--- config.mk ---
export PLATFORM = sky130hd
export DESIGN_NAME = x_mux_trigger_multi
export DESIGN_NICKNAME = d
export VERILOG_FILES = /design/src/rtl/x_mux_trigger_multi.sv
export SDC_FILE = /design/constraint.sdc
export NUM_CORES = 1
export LEC_CHECK = 0
export CAP_MARGIN = 20
export CORE_MARGIN = 3
export CORE_UTILIZATION = 57
export DETAILED_ROUTE_END_ITERATION = 7
export PLACE_DENSITY = 0.89
export SLEW_MARGIN = 15
export SYNTH_ARGS = -nofsm -noshare
export SYNTH_HDL_FRONTEND = slang
export SYNTH_SLANG_ARGS = --single-unit
--- constraint.sdc ---
create_clock -name i_clk -period 10.25 [get_ports i_clk]
set_input_delay 2.05 -clock i_clk [delete_from_list [all_inputs] [get_ports i_clk]]
set_output_delay 2.05 -clock i_clk [all_outputs]
set_load 0.01 [all_outputs]
--- src/rtl/x_mux_trigger_multi.sv ---
// x_mux_trigger_multi: multi-channel delay-line trigger capture with arm/timeout FSM and valid/ready readout.
// Define X_MUX_TRIGGER_BUBBLE_EN to majority-filter interior taps before thermometer decode.
module x_mux_trigger_multi #(
  parameter int WIDTH = 32,
  parameter int CHANNELS = 2,
  parameter int SYNC_STAGES = 2,
  parameter int TIMEOUT = 255,
  localparam int POS_W = $clog2(WIDTH + 1)
) (
  input  logic                      i_clk,
  input  logic                      i_nrst,
  input  logic                      i_arm,
  input  logic [CHANNELS*WIDTH-1:0] i_data,
  input  logic                      i_ready,
  output logic [CHANNELS*WIDTH-1:0] o_data,
  output logic [CHANNELS*POS_W-1:0] o_pos,
  output logic [CHANNELS-1:0]       o_hit,
  output logic                      o_timeout,
  output logic                      o_valid,
  output logic                      o_busy
);
  localparam int DW = CHANNELS * WIDTH;
  localparam int CW = TIMEOUT > 1 ? $clog2(TIMEOUT) : 1;

  typedef enum logic [1:0] {IDLE, ARMED, HOLD} state_t;

  state_t                    state, state_nx;
  logic [SYNC_STAGES*DW-1:0] sync_q;
  logic [DW-1:0]             s;
  logic [CW-1:0]             cnt;
  logic [CHANNELS*POS_W-1:0] pos;
  logic [CHANNELS-1:0]       hit;
  logic                      cnt_done;
  logic                      cap;

  function automatic logic [POS_W-1:0] thermo(input logic [WIDTH-1:0] v);
    logic [POS_W-1:0] p;
    logic             run;
    p = '0;
    run = 1'b1;
    for (int i = 0; i < WIDTH; i++) begin
      run = run & v[i];
      p = p + POS_W'(run);
    end
    return p;
  endfunction

  // stage 0 sits in the low bits; the oldest stage (S) is the top slice
  always_ff @(posedge i_clk or negedge i_nrst)
    if (!i_nrst) sync_q <= '0;
    else sync_q <= (SYNC_STAGES*DW)'({sync_q, i_data});

  assign s = sync_q[SYNC_STAGES*DW-1 -: DW];

  for (genvar c = 0; c < CHANNELS; c++) begin : g_ch
    logic [WIDTH-1:0] raw, f;
    logic [POS_W-1:0] p;
    assign raw = s[c*WIDTH +: WIDTH];
`ifdef X_MUX_TRIGGER_BUBBLE_EN
    always_comb begin
      f = raw;
      for (int i = 1; i < WIDTH - 1; i++)
        f[i] = (raw[i-1] & raw[i]) | (raw[i] & raw[i+1]) | (raw[i-1] & raw[i+1]);
    end
`else
    assign f = raw;
`endif
    assign p = thermo(f);
    assign pos[c*POS_W +: POS_W] = p;
    assign hit[c] = (p != '0) && (p != POS_W'(WIDTH));
  end

  assign cnt_done = cnt == CW'(TIMEOUT - 1);

  always_ff @(posedge i_clk or negedge i_nrst)
    if (!i_nrst) state <= IDLE;
    else state <= state_nx;

  always_comb begin
    state_nx = state;
    case (state)
      IDLE:    state_nx = i_arm ? ARMED : IDLE;
      ARMED:   state_nx = (|hit || cnt_done) ? HOLD : ARMED;
      HOLD:    state_nx = i_ready ? IDLE : HOLD;
      default: state_nx = IDLE;
    endcase
  end

  always_comb begin
    o_valid = state == HOLD;
    o_busy = state != IDLE;
    cap = (state == ARMED) && (|hit || cnt_done);
  end

  // an edge on any channel outranks a simultaneous timeout
  always_ff @(posedge i_clk or negedge i_nrst)
    if (!i_nrst) begin
      cnt <= '0;
      o_data <= '0;
      o_pos <= '0;
      o_hit <= '0;
      o_timeout <= 1'b0;
    end else begin
      cnt <= state == ARMED ? cnt + 1'b1 : '0;
      if (cap) begin
        o_data <= s;
        o_pos <= pos;
        o_hit <= hit;
        o_timeout <= ~|hit;
      end
    end
endmodule

==> run_1/cell_density.png <==
Drawn at 3 px/um. The die is cut into 13 by 13 equal tiles; white is low, dark blue is high, 0 to 100% covered.
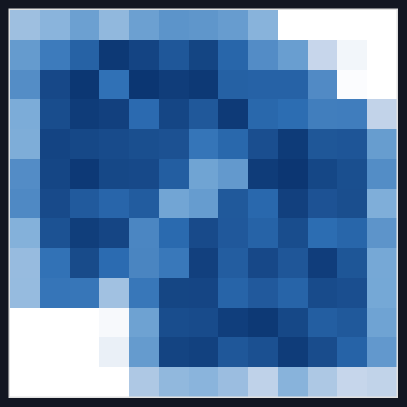
tiles over 75% full: 53%
nearly empty tiles: 10%
mean over tiles: 65%
fullest tile: 98%
core occupancy in the finished layout: 75.3%
starting density of the core: 58.7%

==> run_1/clk_routes.png <==
Drawn at 3 px/um.
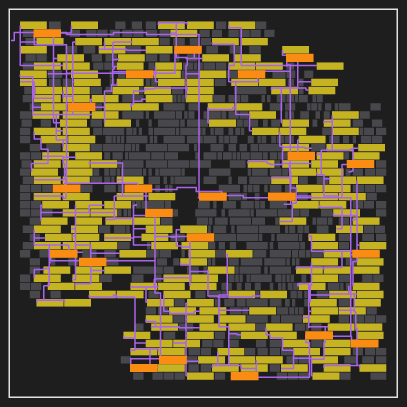
[orange] clock drivers | count: 22
[purple] clock wires | length: 2290 um
[yellow] flip-flops | count: 217
flops lie: widely spread
maximum clock skew at final layout: 0.0180 ns
Late-Pin Clk Latency: 0.50 ns

==> run_1/layer_met3.png <==
Drawn at 4 px/um.
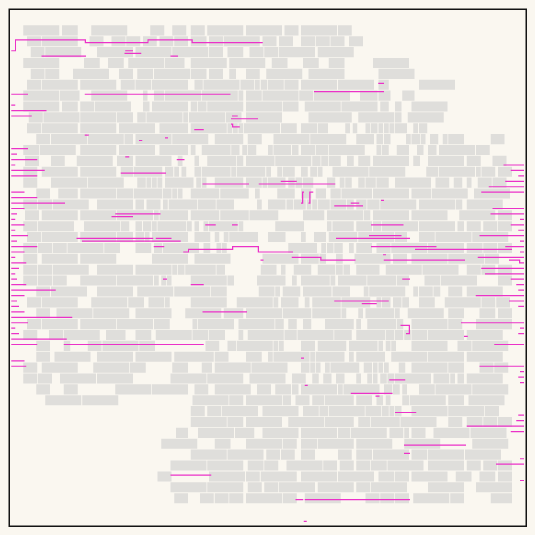
nets with wire on the layer: 118
main direction: horizontal
wire length on this layer: 932 um
total detailed-routing wirelength: 18400 um
DR vias: 5142

==> summary.txt, run 1 <==
Figures from the flow reports.

Floorplanning:
- The die is 129 um wide.
- The run gives the floorplan core area as 0.0146 mm^2.
- The chip occupies 0.0166 mm^2.
- The run puts the row count at 44.

Critical path:
- The capture point of the critical path was reported as o_data[23].
- STA classifies the critical path startpoint as a flip-flop.
- The run gives the data arrival time of the critical path as 8.17 ns.
- Walking the worst path, the cells encountered are and3_1 > and4_1 > nand4_1 > nor3_1 > and3_1 > fa_1 > inv_1 > fa_1 > inv_1 > fa_1 > inv_1 > fa_1 > fa_1 > inv_1 > fa_1 > ha_1 > fa_1 > xor2_1 > nor3_1 > o221ai_2 > o31ai_4 > buf_4 > mux2_2.
- By startpoint and endpoint, the worst setup path is classified as flip-flop to flip-flop.
- The run puts the depth of the critical timing path with buffers and inverters included at 23.
- The cell that appears most often on the critical path is sky130_fd_sc_hd__fa_1.
- The run puts the number of buffer and inverter stages on the critical path at 5.

CTS:
- For this design, the CTS-stage hold fixing added 0 buffers.
- The run gives the number of buffers on the longest clock path as 3.
- The run puts the number of clock sinks at 217.

Yosys:
- The run gives the average cell area after synthesis as 14.8 um^2.
- The run puts the and-or/or-and share of the synthesized area at 2.76%.
- The run gives the floorplan net count as 710.
- The mapped netlist covers 0.00860 mm^2.
- Measured against the total synthesized area, the mux share comes to 9.16%.
- The run gives the gate count of the mapped netlist as 580.
- The synthesized netlist devotes 0.611% of its cell area to XOR and XNOR gates.
- The run gives the number of flip-flops and latches in the synthesized netlist as 217.
- After synthesis, the cell types taking the most area are sky130_fd_sc_hd__dfrtp_1 (63%), sky130_fd_sc_hd__fa_1 (11%), sky130_fd_sc_hd__mux2_2 (6.2%), sky130_fd_sc_hd__mux2_1 (3.0%), sky130_fd_sc_hd__inv_1 (2.5%).

Power:
- The run gives the power in sequential cells as 1150 uW.
- The run puts the maximum VDD drop at 232 uV.
- In this run, power in combinational logic comes to 720 uW.

Timing:
- Post-route period utilization is reported as 76.0%.
- The run gives the maximum operating frequency as 128 MHz.
- After routing, the total negative slack on setup checks comes to 0 ns.
- The worst path in the final design needs a cycle of 7.79 ns, including I/O delays and setup.

Final layout:
- The run puts the multi-input gate count at 295.
- The most common logic cell in the final layout is sky130_fd_sc_hd__dfrtp_1.
- Per the final layout report, the fraction of cells sized above drive strength 1 comes to 12.7%.
- The run gives the register share of the cell area as 49.2%.
- The repair_antennas step left the layout with diodes totalling 0.
- The register with the most flip-flops in the final layout is sync_q.
- Counting the inverters off the clock network in the layout gives 58.
- The run gives the final-layout clock buffer total as 30.
- The plain and repair buffers instantiated in the layout total 152.
- In the final design, more cell area goes to sequential cells than to any other class.

Outcome:
- The run finished with clean final reports.

Detailed routing:
- The run puts the length of the first detailed-routing pass in iterations at 4.

Global route:
- Entering global routing, the biggest net connects 132 pins.
- The run gives the total congestion overflow after global routing as 0.

Placement:
- The run gives the post-detailed-placement half-perimeter wirelength as 12500 um.
## Run 2: what changed since run 1
Settings changed: CORE_UTILIZATION 57 to 53, PLACE_DENSITY 0.89 to 0.84.
Clock period 10.25 ns to 7.3 ns, I/O delays scaled along.
==> run_2/layer_met1.png <==
Drawn at 2 px/um. Supply wires on this layer in grey.
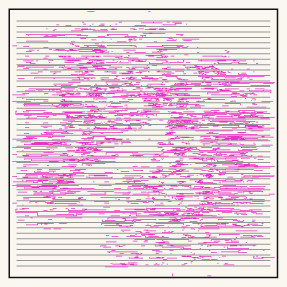
share of all routed wire: 42%
longest straight run: 29.9 um
total detailed-routing wirelength: 17800 um
GR Util met1: 26.8%

==> run 2 against run 1 <==
  * Final cell count is 3.7% higher
  * Combinational power is 44% higher
  * Wire length is 3.3% lower
  * Non-clock buffer count is 9 higher
  * Core utilization is 3.3 points lower
  * Critical endpoint is now o_data[47]
==> summary.txt, run 2 <==
Figures from the flow reports.

Yosys:
- The run puts the and-or/or-and share of the synthesized area at 2.76%.
- The run puts the floorplan net count at 710.
- The run puts the area fraction in xor and xnor cells at 0.611%.
- The main area contributors are sky130_fd_sc_hd__dfrtp_1 (63%), sky130_fd_sc_hd__fa_1 (11%), sky130_fd_sc_hd__mux2_2 (6.2%), sky130_fd_sc_hd__mux2_1 (3.0%), sky130_fd_sc_hd__inv_1 (2.5%).
- The run gives the post-synthesis cell area as 0.00860 mm^2.
- The run gives the multiplexer fraction of the synthesized cell area as 9.16%.
- Counting flops and latches in the post-synthesis netlist gives 217.

Final layout:
- The run gives the register share of the cell area as 48.5%.
- The class occupying the most area after layout is reported as sequential cells.
- Among logic cells in the layout, the one with the most instances is sky130_fd_sc_hd__dfrtp_1.
- The repair_antennas step left the layout with diodes totalling 0.
- The run puts the portion of the layout cell area used by clock cells at 6.63%.
- The layout has 58 inverters outside the clock class.
- In the final layout, the share of cells above drive strength 1 is 14.3%.
- Multi-input combinational cells in the finished layout were counted as 295.
- The run gives the final cell utilization of the core as 72.1%.
- The run gives the number of buffers outside the clock class in the layout as 161.
- The run gives the final-layout clock buffer total as 31.
- Counting flops per register, the top entry is sync_q.

Outcome:
- The flow ran to the end, and the final reports show no timing, DRC or antenna violations.

Placement:
- The run gives the post-detailed-placement half-perimeter wirelength as 12200 um.

Floorplanning:
- The run puts the floorplan core area at 0.0155 mm^2.
- The run gives the row count as 45.
- The die is 133 um wide.
- The floorplan step records an initial core utilization of 55.4%.
- The run gives the area of the die as 0.0178 mm^2.

Critical path:
- The run gives the type of the setup path with the least slack as flip-flop to flip-flop.
- The run gives the depth of the critical timing path with buffers and inverters included as 22.
- STA classifies the critical path startpoint as a flip-flop.
- Among the stages of the critical path, the cell type that occurs most often is sky130_fd_sc_hd__fa_1.
- According to the timing report, the critical path is captured at o_data[47].
- The cell sequence reported for the critical path is nand3_2 > nor4_4 > nand3_1 > or3_1 > fa_1 > inv_1 > fa_1 > inv_1 > fa_1 > fa_1 > fa_1 > inv_1 > fa_1 > ha_1 > fa_1 > xor2_1 > nor3_2 > o221ai_2 > o31ai_4 > buf_12 > buf_12 > mux2_1.
- The run gives the data arrival time of the critical path as 7.44 ns.

Timing:
- The run puts the setup skew after layout at 0.0156 ns.
- The run gives the maximum operating frequency as 141 MHz.
- The run gives the share of the cycle needed by the critical path after routing as 96.8%.
- The run gives the setup total negative slack as 0 ns.
- The run puts the final period demand of the worst path at 7.07 ns.

Global route:
- The run puts the largest net degree at the start of global routing at 140.
- The run puts the total congestion overflow after global routing at 0.

Detailed routing:
- The run puts the length of the first detailed-routing pass in iterations at 4.

CTS:
- After clock tree synthesis, the flow added hold-fix buffers numbering 0.
- The run gives the number of buffers on the longest clock path as 3.
- The run puts the number of clock sinks at 217.
- Clock latency on the worst-skew pair, taken at its later pin, is 0.51 ns.

Power:
- For the sequential group, total power comes out at 1610 uW.
## Run 3: what changed since run 2
Settings changed: SETUP_SLACK_MARGIN from default to 0.05.
==> run_3/clocks.png <==
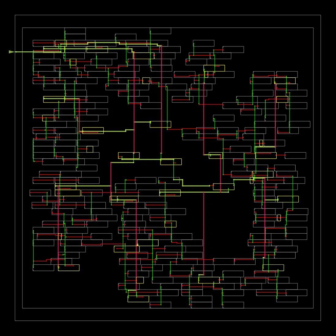
Seq Cell Count: 217
Late-Pin Clk Latency: 0.51 ns
clock group power: 1130 uW

==> run 3 against run 2 <==
  * Area after synthesis is the same
  * Core utilization grew 0.10 points
  * Combinational power is essentially flat
  * Die area is the same
==> summary.txt, run 3 <==
Figures from the flow reports.

Floorplanning:
- The run puts the starting density of the core at 55.4%.
- The run gives the chip width as 133 um.
- The run puts the area of the die at 0.0178 mm^2.
- The core region is 0.0155 mm^2.
- The run gives the row count as 45.
- The floorplan report gives the top-level pin count as 149.

Final layout:
- The run puts the portion of the layout cell area used by clock cells at 6.62%.
- The most common logic cell in the final layout is sky130_fd_sc_hd__dfrtp_1.
- The run puts the register share of the cell area at 48.4%.
- For this run, combinational gates with multiple inputs come to 295.
- The post-route utilization of the core is recorded as 72.2%.
- After routing the design area is 0.0112 mm^2.
- The register with the most flip-flops in the final layout is sync_q.
- The run gives the number of flip-flops in the largest register as 128.
- The run puts the fraction of layout cells with a size suffix above 1 at 14.7%.
- The run puts the final-layout clock buffer total at 31.
- The run gives the number of buffers outside the clock class in the layout as 161.

Power:
- The run gives the power of the combinational group as 1040 uW.
- The flow reports power dissipated in sequential cells as 1610 uW.
- The worst-case IR drop observed on VDD is 244 uV.

Yosys:
- The run gives the post-synthesis cell area as 0.00860 mm^2.
- Post-synthesis, Yosys gives the total cell area as 0.00860 mm^2.
- The run puts the average cell area after synthesis at 14.8 um^2.
- Summing all multiplexer cells gives an area fraction of 9.16%.
- Yosys attributes the largest share of cell area to sky130_fd_sc_hd__dfrtp_1 (63%), sky130_fd_sc_hd__fa_1 (11%), sky130_fd_sc_hd__mux2_2 (6.2%), sky130_fd_sc_hd__mux2_1 (3.0%), sky130_fd_sc_hd__inv_1 (2.5%).
- Per the synth log, the flip-flop and latch total comes to 217.
- The run puts the area fraction in xor and xnor cells at 0.611%.
- The run puts the floorplan net count at 710.

Timing:
- For the final database, setup skew stands at 0.0152 ns.
- Summed over all failing endpoints, the final setup total negative slack is 0 ns.
- The run gives the share of the cycle needed by the critical path after routing as 96.3%.
- The run gives the maximum operating frequency as 142 MHz.
- The run gives the final period demand of the worst path as 7.03 ns.

Detailed routing:
- The detailed router placed 5077 vias in this run.
- The run puts the length of the first detailed-routing pass in iterations at 4.
- The run puts the total wire length after detailed routing at 17800 um.

CTS:
- The run puts the number of clock sinks at 217.
- The run gives the number of buffers on the longest clock path as 3.
- For this design, the CTS-stage hold fixing added 0 buffers.

Global route:
- The run puts the largest net degree at the start of global routing at 140.
- The run puts the total congestion overflow after global routing at 0.

Critical path:
- Per STA, the endpoint of the critical path is o_data[47].
- The worst setup path is launched from a flip-flop.
- In this design, the critical path's most frequently occurring cell is sky130_fd_sc_hd__fa_1.
- The critical path in this run is classified as flip-flop to flip-flop.
- The run puts the number of buffer and inverter stages on the critical path at 7.
- The arrival time of data at the worst endpoint is listed as 7.40 ns.
- The run puts the depth of the critical timing path with buffers and inverters included at 25.

Outcome:
- The run finished with clean final reports.

Placement:
- The HPWL after detailed placement is 12200 um.
No activity file was given, so power comes from the tool's default toggle rates.
